run_1/cell_density.png
The die is cut into 15 by 15 equal tiles; black is low, pale yellow is high, 0 to 100% covered.
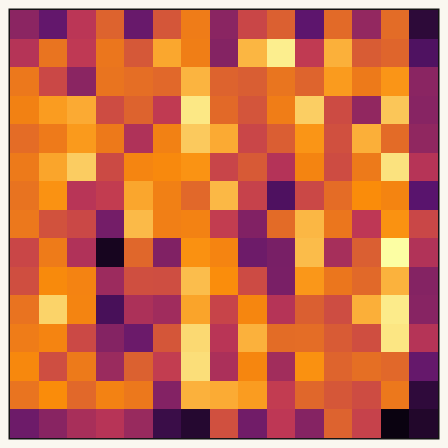
run_1/layer_met3.png
Bar = 50 um.
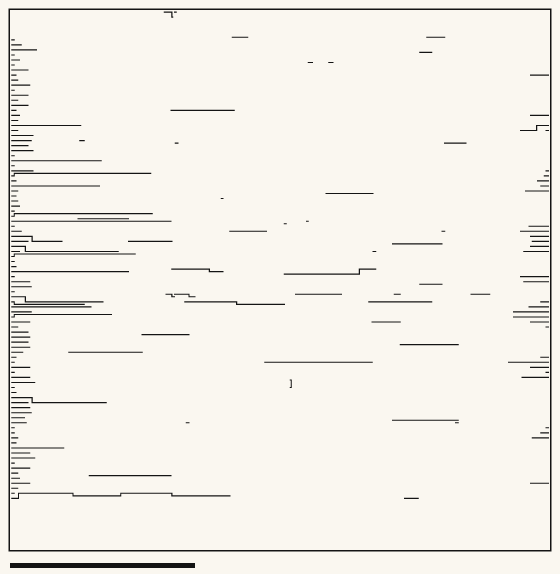
run_1/logic_types.png
Bar = 50 um.
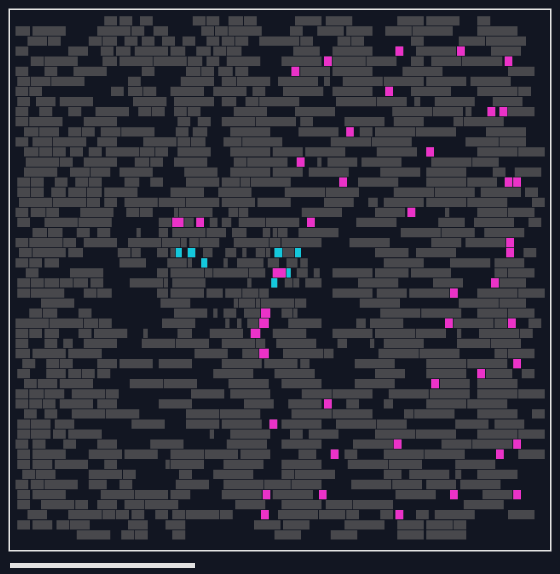
### config.mk
export PLATFORM = sky130hd
export DESIGN_NAME = fpu_req_issuer
export DESIGN_NICKNAME = d
export VERILOG_FILES = /design/src/rtl/fpu_pkg.sv /design/src/rtl/fpu_res_fifo.sv /design/src/rtl/fpu_req_issuer.sv
export SDC_FILE = /design/constraint.sdc
export NUM_CORES = 1
export LEC_CHECK = 0
export CORE_UTILIZATION = 45
export DETAILED_ROUTE_END_ITERATION = 10
export MAX_ROUTING_LAYER = met4
export PLACE_DENSITY_LB_ADDON = 0.05
export SLEW_MARGIN = 15
export SYNTH_ARGS = -nofsm -noshare
export SYNTH_HDL_FRONTEND = slang
export SYNTH_HIERARCHICAL = 1
export SYNTH_SLANG_ARGS = --single-unit
### constraint.sdc
create_clock -name clk -period 3.1 [get_ports clk]
set_input_delay 0.465 -clock clk [delete_from_list [all_inputs] [get_ports clk]]
set_output_delay 0.465 -clock clk [all_outputs]
set_load 0.05 [all_outputs]
### src/rtl/fpu_pkg.sv
// Shared types and constants for the FPU request issuer.
// Build option: FPU_EXC_FLAG_EN adds a per-result Inf/NaN flag.
package fpu_pkg;

  localparam int FP_W    = 32;
  localparam int EXP_MSB = 30;
  localparam int EXP_LSB = 23;

  typedef enum logic [1:0] {
    FPU_ADD = 2'b00,
    FPU_SUB = 2'b01,
    FPU_MUL = 2'b10,
    FPU_DIV = 2'b11
  } fpu_op_e;

  typedef enum logic [1:0] {
    ST_RUN   = 2'd0,
    ST_DRAIN = 2'd1,
    ST_CLEAR = 2'd2
  } issuer_state_e;

  // An all-ones exponent marks an Inf or NaN result.
  function automatic logic is_exc(input logic [FP_W-1:0] v);
    return &v[EXP_MSB:EXP_LSB];
  endfunction

endpackage

### src/rtl/fpu_res_fifo.sv
// Synchronous first-word-fall-through result FIFO with occupancy count.
// Pointers carry an extra MSB so full and empty are distinguishable.
module fpu_res_fifo #(
  parameter int W     = 36,
  parameter int DEPTH = 4,
  localparam int AW   = $clog2(DEPTH)
) (
  input  logic          clk,
  input  logic          rst_n,
  input  logic          clear,
  input  logic          push,
  input  logic [W-1:0]  push_data,
  input  logic          pop,
  output logic [W-1:0]  head_data,
  output logic          empty,
  output logic          full,
  output logic [AW:0]   count
);

  logic [W-1:0] mem [DEPTH];
  logic [AW:0]  wr_ptr;
  logic [AW:0]  rd_ptr;

  always_ff @(posedge clk or negedge rst_n) begin
    if (!rst_n) begin
      wr_ptr <= '0;
      rd_ptr <= '0;
    end else if (clear) begin
      wr_ptr <= '0;
      rd_ptr <= '0;
    end else begin
      if (push)
        wr_ptr <= wr_ptr + (AW+1)'(1);
      if (pop && !empty)
        rd_ptr <= rd_ptr + (AW+1)'(1);
    end
  end

  // Storage needs no reset; the read side is qualified by empty.
  always_ff @(posedge clk) begin
    if (push)
      mem[wr_ptr[AW-1:0]] <= push_data;
  end

  assign head_data = mem[rd_ptr[AW-1:0]];
  assign empty     = (wr_ptr == rd_ptr);
  assign full      = (wr_ptr[AW] != rd_ptr[AW]) && (wr_ptr[AW-1:0] == rd_ptr[AW-1:0]);
  assign count     = wr_ptr - rd_ptr;

endmodule

### src/rtl/fpu_req_issuer.sv
// Issues FP requests into a fixed-latency FPU, tracks tags, and buffers results.
// Build option: FPU_EXC_FLAG_EN adds output rsp_exc (Inf/NaN result flag).
module fpu_req_issuer
  import fpu_pkg::*;
#(
  parameter int FPU_LAT   = 3,
  parameter int RES_DEPTH = 4,
  parameter int TAG_W     = 4
) (
  input  logic             clk,
  input  logic             rst,
  input  logic             req_valid,
  output logic             req_ready,
  input  logic [1:0]       req_op,
  input  logic [FP_W-1:0]  req_a,
  input  logic [FP_W-1:0]  req_b,
  input  logic [TAG_W-1:0] req_tag,
  output logic [1:0]       fpu_operation,
  output logic [FP_W-1:0]  fpu_a_fpn,
  output logic [FP_W-1:0]  fpu_b_fpn,
  input  logic [FP_W-1:0]  fpu_out,
  output logic             rsp_valid,
  input  logic             rsp_ready,
  output logic [FP_W-1:0]  rsp_data,
  output logic [TAG_W-1:0] rsp_tag,
  input  logic             flush,
  output logic             busy,
`ifdef FPU_EXC_FLAG_EN
  output logic             rsp_exc,
`endif
  output logic [1:0]       dbg_state
);

  localparam int AW    = $clog2(RES_DEPTH);
  localparam int CNT_W = AW + 1;
`ifdef FPU_EXC_FLAG_EN
  localparam int ENT_W = FP_W + TAG_W + 1;
`else
  localparam int ENT_W = FP_W + TAG_W;
`endif

  // Handshakes: a transfer happens on a rising edge where valid && ready;
  // valid never waits on ready, and payload is held while valid && !ready.

  issuer_state_e state, state_nxt;
  logic accept_en, fifo_clear, rsp_en;

  logic [FPU_LAT:0] pipe_vld;
  logic [TAG_W-1:0] pipe_tag [FPU_LAT+1];
  logic [CNT_W-1:0] inflight_cnt;
  logic [CNT_W:0]   credit_used;
  logic             issue, retire;

  logic             fifo_push, fifo_pop, fifo_empty, fifo_full;
  logic [ENT_W-1:0] fifo_din, fifo_head;
  logic [AW:0]      fifo_cnt;

  assign credit_used = (CNT_W+1)'(inflight_cnt) + (CNT_W+1)'(fifo_cnt);
  assign req_ready   = rst && accept_en && (credit_used < (CNT_W+1)'(RES_DEPTH));
  assign issue       = req_valid && req_ready;
  assign retire      = pipe_vld[FPU_LAT];

  always_ff @(posedge clk or negedge rst) begin
    if (!rst) begin
      fpu_operation <= '0;
      fpu_a_fpn     <= '0;
      fpu_b_fpn     <= '0;
    end else if (issue) begin
      fpu_operation <= req_op;
      fpu_a_fpn     <= req_a;
      fpu_b_fpn     <= req_b;
    end
  end

  // The last tag stage lines up with the cycle the FPU presents that op's result.
  always_ff @(posedge clk or negedge rst) begin
    if (!rst) begin
      pipe_vld <= '0;
      for (int i = 0; i <= FPU_LAT; i++) pipe_tag[i] <= '0;
    end else begin
      pipe_vld    <= {pipe_vld[FPU_LAT-1:0], issue};
      pipe_tag[0] <= req_tag;
      for (int i = 1; i <= FPU_LAT; i++) pipe_tag[i] <= pipe_tag[i-1];
    end
  end

  always_ff @(posedge clk or negedge rst) begin
    if (!rst)
      inflight_cnt <= '0;
    else if (issue && !retire)
      inflight_cnt <= inflight_cnt + CNT_W'(1);
    else if (!issue && retire)
      inflight_cnt <= inflight_cnt - CNT_W'(1);
  end

  always_ff @(posedge clk or negedge rst) begin
    if (!rst) state <= ST_RUN;
    else      state <= state_nxt;
  end

  always_comb begin
    state_nxt = state;
    case (state)
      ST_RUN:   if (flush) state_nxt = ST_DRAIN;
      ST_DRAIN: if (inflight_cnt == '0) state_nxt = ST_CLEAR;
      ST_CLEAR: state_nxt = ST_RUN;
      default:  state_nxt = ST_RUN;
    endcase
  end

  always_comb begin
    accept_en  = 1'b0;
    fifo_clear = 1'b0;
    rsp_en     = 1'b1;
    case (state)
      ST_RUN:   accept_en = 1'b1;
      ST_CLEAR: begin
        fifo_clear = 1'b1;
        rsp_en     = 1'b0;
      end
      default: ;
    endcase
  end

`ifdef FPU_EXC_FLAG_EN
  assign fifo_din = {is_exc(fpu_out), pipe_tag[FPU_LAT], fpu_out};
`else
  assign fifo_din = {pipe_tag[FPU_LAT], fpu_out};
`endif
  assign fifo_push = retire;
  assign fifo_pop  = rsp_valid && rsp_ready;

  fpu_res_fifo #(.W(ENT_W), .DEPTH(RES_DEPTH)) u_res_fifo (
    .clk       (clk),
    .rst_n     (rst),
    .clear     (fifo_clear),
    .push      (fifo_push),
    .push_data (fifo_din),
    .pop       (fifo_pop),
    .head_data (fifo_head),
    .empty     (fifo_empty),
    .full      (fifo_full),
    .count     (fifo_cnt)
  );

  // Credit accounting must make this unreachable.
  assert property (@(posedge clk) disable iff (!rst) !(fifo_push && fifo_full && !fifo_pop));

  assign rsp_valid = rsp_en && !fifo_empty;
  assign rsp_data  = rsp_valid ? fifo_head[FP_W-1:0] : '0;
  assign rsp_tag   = rsp_valid ? fifo_head[FP_W +: TAG_W] : '0;
`ifdef FPU_EXC_FLAG_EN
  assign rsp_exc   = rsp_valid && fifo_head[FP_W+TAG_W];
`endif
  assign busy      = (inflight_cnt != '0) || !fifo_empty || (state != ST_RUN);
  assign dbg_state = state;

endmodule

==> qor.json, run 1 <==
{
  "run_status": "complete, no violations",
  "vias_per_cell": 5.01,
  "clk_pin_slew_ns": 0.06,
  "grt_use_total": 0.186,
  "worstPathMaxFanout": 4,
  "maxSlewViolCount": 0,
  "cts_hold_repair.buffers": 0,
  "number_of_antenna_violations_at_the_first_check_in_global_routing": 0,
  "critPathCaptureType": "output port",
  "critPathTopFamily": "adder cells",
  "dr_wl_met3_mm": 1.21,
  "clk-insertion-delay-late_ns": 0.52,
  "max_slew.worst_pin.slew_ns": 0.782,
  "fillCellCount": 1405,
  "slew_headroom": 0.479,
  "clock-sinks": 241,
  "syn-cell-area_um2": 9300,
  "core_area_um2": 20200,
  "syn_avg_cell_area_um2": 19.8,
  "place_congestion": 0.765,
  "post-route-drc-count": 0
}
Notes on cell_density.png above:
21% of the tiles are over 75% full. The mean over all tiles is 60%. The fullest tile reaches 100%.

Notes on layer_met3.png above:
138 nets have wire on it. The longest straight run is 43.0 um. The layer holds 6.5% of the routed length.

Notes on logic_types.png above:
Key: cyan = nand cells [cells 7, where centre]; magenta = and/or cells [cells 44]

run 1: through the flow:
step,utilization,total power (uW)
finish,0.645,10600
global route,0.645,11000
CTS,0.644,10700
detailed placement,0.601,7680
global placement,0.601,7650
floorplan,-,5820
run 1: power by group:
part	switching [uW]	total [uW]	internal, uW
Combinational	2110	4090	1980
Sequential	29.0	3480	3450
Clock	1190	3030	1840
run 1: worst paths after layout:
path,slack (ns),depth (start not counted),from,endpoint
setup / recovery,0.08,8,u_res_fifo/wr_ptr[0],req_ready
hold / removal,0.02,2,rst,u_res_fifo/wr_ptr[2]
setup reg to reg,0.13,11,u_res_fifo/wr_ptr[0],fpu_b_fpn[26]
hold reg to reg,0.35,0,pipe_tag[14],pipe_tag[10]
max in group asynchronous,1.99,3,rst,fpu_b_fpn[26]
min in group clk,0.35,0,pipe_tag[14],pipe_tag[10]
run 1: final cells by class:
cell class	count	area [um2]	area share
Timing Repair Buffer	231	2670	0.204
Multi-Input combinational cell	199	2400	0.184
Clock inverter	7	65.1	0.00498
Clock buffer	41	798	0.0611
Inverter	8	30.0	0.00230
Tap cell	270	338	0.0259
Sequential cell	241	6750	0.517
run 1: what timing repair did:
item / CTS / global route
buffers inserted: 0 / 3
gates resized: 0 / 2
endpoints found under the setup margin: 0 / 2
run 1: metal layers:
layer	up-vias	GRT usage
li1	2250	-
met1	2530	0.231
met2	183	0.303
met3	32	0.0458
met4	0	0.0558
met5	-	-
run 1: state kept, by name, indices dropped and copies added (netlist names), 4 cells and up:
signal / flops
pipe_tag: 12
fifo_din: 4
fpu_b_fpn: 32
u_res_fifo/mem: 144
pipe_vld: 4
fpu_a_fpn: 32
==> run 2: changes to the inputs <==
- TNS_END_PERCENT: not set -> 100
==> run 2 against run 1 <==
Effect of this change:
- die area stayed put
- register-to-register slack hardly changed
- global-route usage stayed put
- final cell count stayed put
- clock skew stayed put
- combinational power hardly changed
- synthesized area stayed put
- maximum frequency stayed put
- non-clock buffer count stayed put
- sequential power hardly changed
- total power stayed put
- critical endpoint unchanged
- highest routed layer unchanged
- worst setup slack stayed put
==> qor.json, run 2 <==
{
  "run_status": "complete, no violations",
  "critPathCaptureType": "output port",
  "final_core_utilization": {"value": 0.645, "change": "unchanged"},
  "clk_pin_slew": {"value": 0.06, "unit": "ns", "change": "about the same"},
  "syn-cell-area": {"value": 9300, "unit": "um2", "change": "unchanged"},
  "critPathTopFamily": "adder cells",
  "rr_worst_depth": {"value": 11, "change": "unchanged"},
  "openroad_warnings": 31,
  "largest_register_ffs": {"value": 144, "change": "unchanged"},
  "grt_use_total": {"value": 0.186, "change": "unchanged"},
  "worstPathMaxFanout": {"value": 4, "change": "unchanged"},
  "switchingPower": {"value": 3330, "unit": "uW", "change": "unchanged"},
  "timing.max_cap.violations": 0,
  "post-route-worst-setup-slack_ns": 0.0774,
  "dpl_cells": 946,
  "comb_power_share": {"value": 0.386, "change": "about the same"},
  "die-height_um": 146,
  "number_of_antenna_violations_at_the_first_check_in_global_routing": {"value": 0, "change": "unchanged"},
  "max_slew.worst_pin.slew": {"value": 0.782, "unit": "ns", "change": "unchanged"},
  "slowest_stage": "fa_1",
  "floorplan.die.width_um": 146,
  "crit_cells": {"value": 8, "change": "unchanged"},
  "area.growth.synth_to_final_pct": 40.4,
  "final_nets": 826,
  "place_congestion": {"value": 0.765, "change": "unchanged"},
  "vias_per_cell": {"value": 5.01, "change": "unchanged"},
  "power.density_nw_per_um2": 812,
  "power.internal": {"value": 7280, "unit": "uW", "change": "unchanged"},
  "clk-insertion-delay-late": {"value": 0.52, "unit": "ns", "change": "about the same"},
  "p_seq_frac": {"value": 0.328, "change": "about the same"},
  "finalPower": {"value": 10600, "unit": "uW", "change": "unchanged"},
  "slew_headroom": {"value": 0.479, "change": "unchanged"},
  "post-route-drc-count": {"value": 0, "change": "unchanged"},
  "syn_avg_cell_area": {"value": 19.8, "unit": "um2", "change": "unchanged"},
  "reg_to_reg_slack_setup": {"value": 0.13, "unit": "ns", "change": "about the same"},
  "critPathRequiredTime_ns": 2.63,
  "placed_area_um2": 12200,
  "share_clk_of_total_power": {"value": 0.286, "change": "about the same"},
  "clock-sinks": {"value": 241, "change": "unchanged"},
  "maxSlewViolCount": {"value": 0, "change": "unchanged"},
  "yosys_warning_tally": 6,
  "swShare": {"value": 0.314, "change": "unchanged"},
  "core_area": {"value": 20200, "unit": "um2", "change": "unchanged"},
  "worst_hold_path_type": "primary input to asynchronous set/reset pin",
  "syn_nets": 588,
  "cts_buffers": 26,
  "fmax_mhz": 331,
  "cts_hold_repair.buffers": {"value": 0, "change": "unchanged"}
}
## run 2: layout make-up
| cell class | count | area [um2] |
|---|---|---|
| fillers | 1405 | 7180 |
| inverters | 8 | 30.0 |
| repair buffers | 231 | 2670 |
| well taps | 270 | 338 |
| clock buffers | 41 | 798 |
| flip-flops and latches | 241 | 6750 |
| clock inverters | 7 | 65.1 |
| multi-input cells | 199 | 2400 |
## run 2: worst paths after layout
| check | from | to |
|---|---|---|
| setup reg to reg | u_res_fifo/wr_ptr[0] | fpu_b_fpn[26] |
| min in group clk | pipe_tag[14] | pipe_tag[10] |
| hold / removal | rst | u_res_fifo/wr_ptr[2] |
| hold reg to reg | pipe_tag[14] | pipe_tag[10] |
| setup / recovery | u_res_fifo/wr_ptr[0] | req_ready |
| max in group asynchronous | rst | fpu_b_fpn[26] |
## run 2: per-layer routing
metal	GRT usage	up-vias	share of wire
li1	-	2250	-
met1	0.231	2530	0.41
met2	0.303	183	0.50
met3	0.0458	32	0.065
met4	0.0558	0	0.022
met5	-	-	0
## run 2: power by group through the flow
| stage | Combinational (uW) | Clock (uW) | Sequential [uW] |
|---|---|---|---|
| 6_report | 4090 | 3030 | 3480 |
| 5_1_grt | 4280 | 3250 | 3490 |
| 4_1_cts | 4140 | 3120 | 3480 |
| 3_5_place_dp | 4140 | 0 | 3550 |
| 3_3_place_gp | 4100 | 0 | 3540 |
| 2_1_floorplan | 2230 | 0 | 3590 |
## run 2: repair_timing
action | CTS | global route
buffers inserted | 0 | 3
hold endpoints to repair | 0 | 0
endpoints found under the setup margin | 0 | 2
gates resized | 0 | 2
## run 2: worst register-to-register path, delay by kind of cell (launching register included)
family / cells / cell delay, ns
adders and majority gates: 3 / 0.94
buffers and inverters: 5 / 0.84
DFF: 1 / 0.41
muxes: 1 / 0.42
and+or+nand+nor: 2 / 0.23
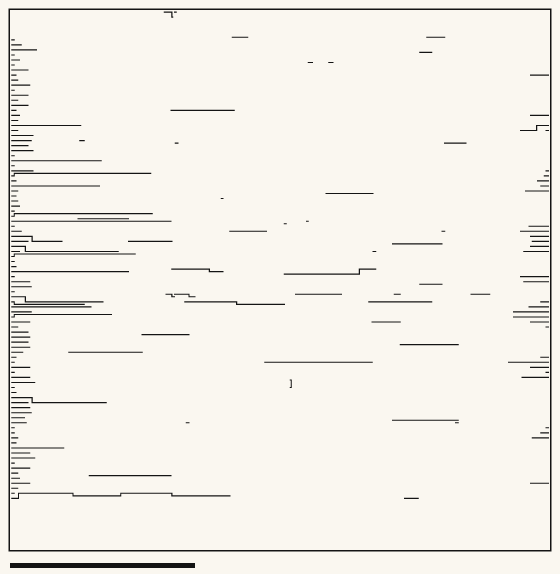
run_2/layer_met3.png
Bar = 50 um.
The layer carries 1210 um of wire. The wires run mostly horizontal. The longest straight run is 43.0 um. The layer holds 6.5% of the routed length.
via count: 4995
sum of routed wire length over all layers: 18.6 mm
GR met3 Demand/Resource: 0.0458

Power figures rest on the tool's default switching activity, not on a simulated workload.
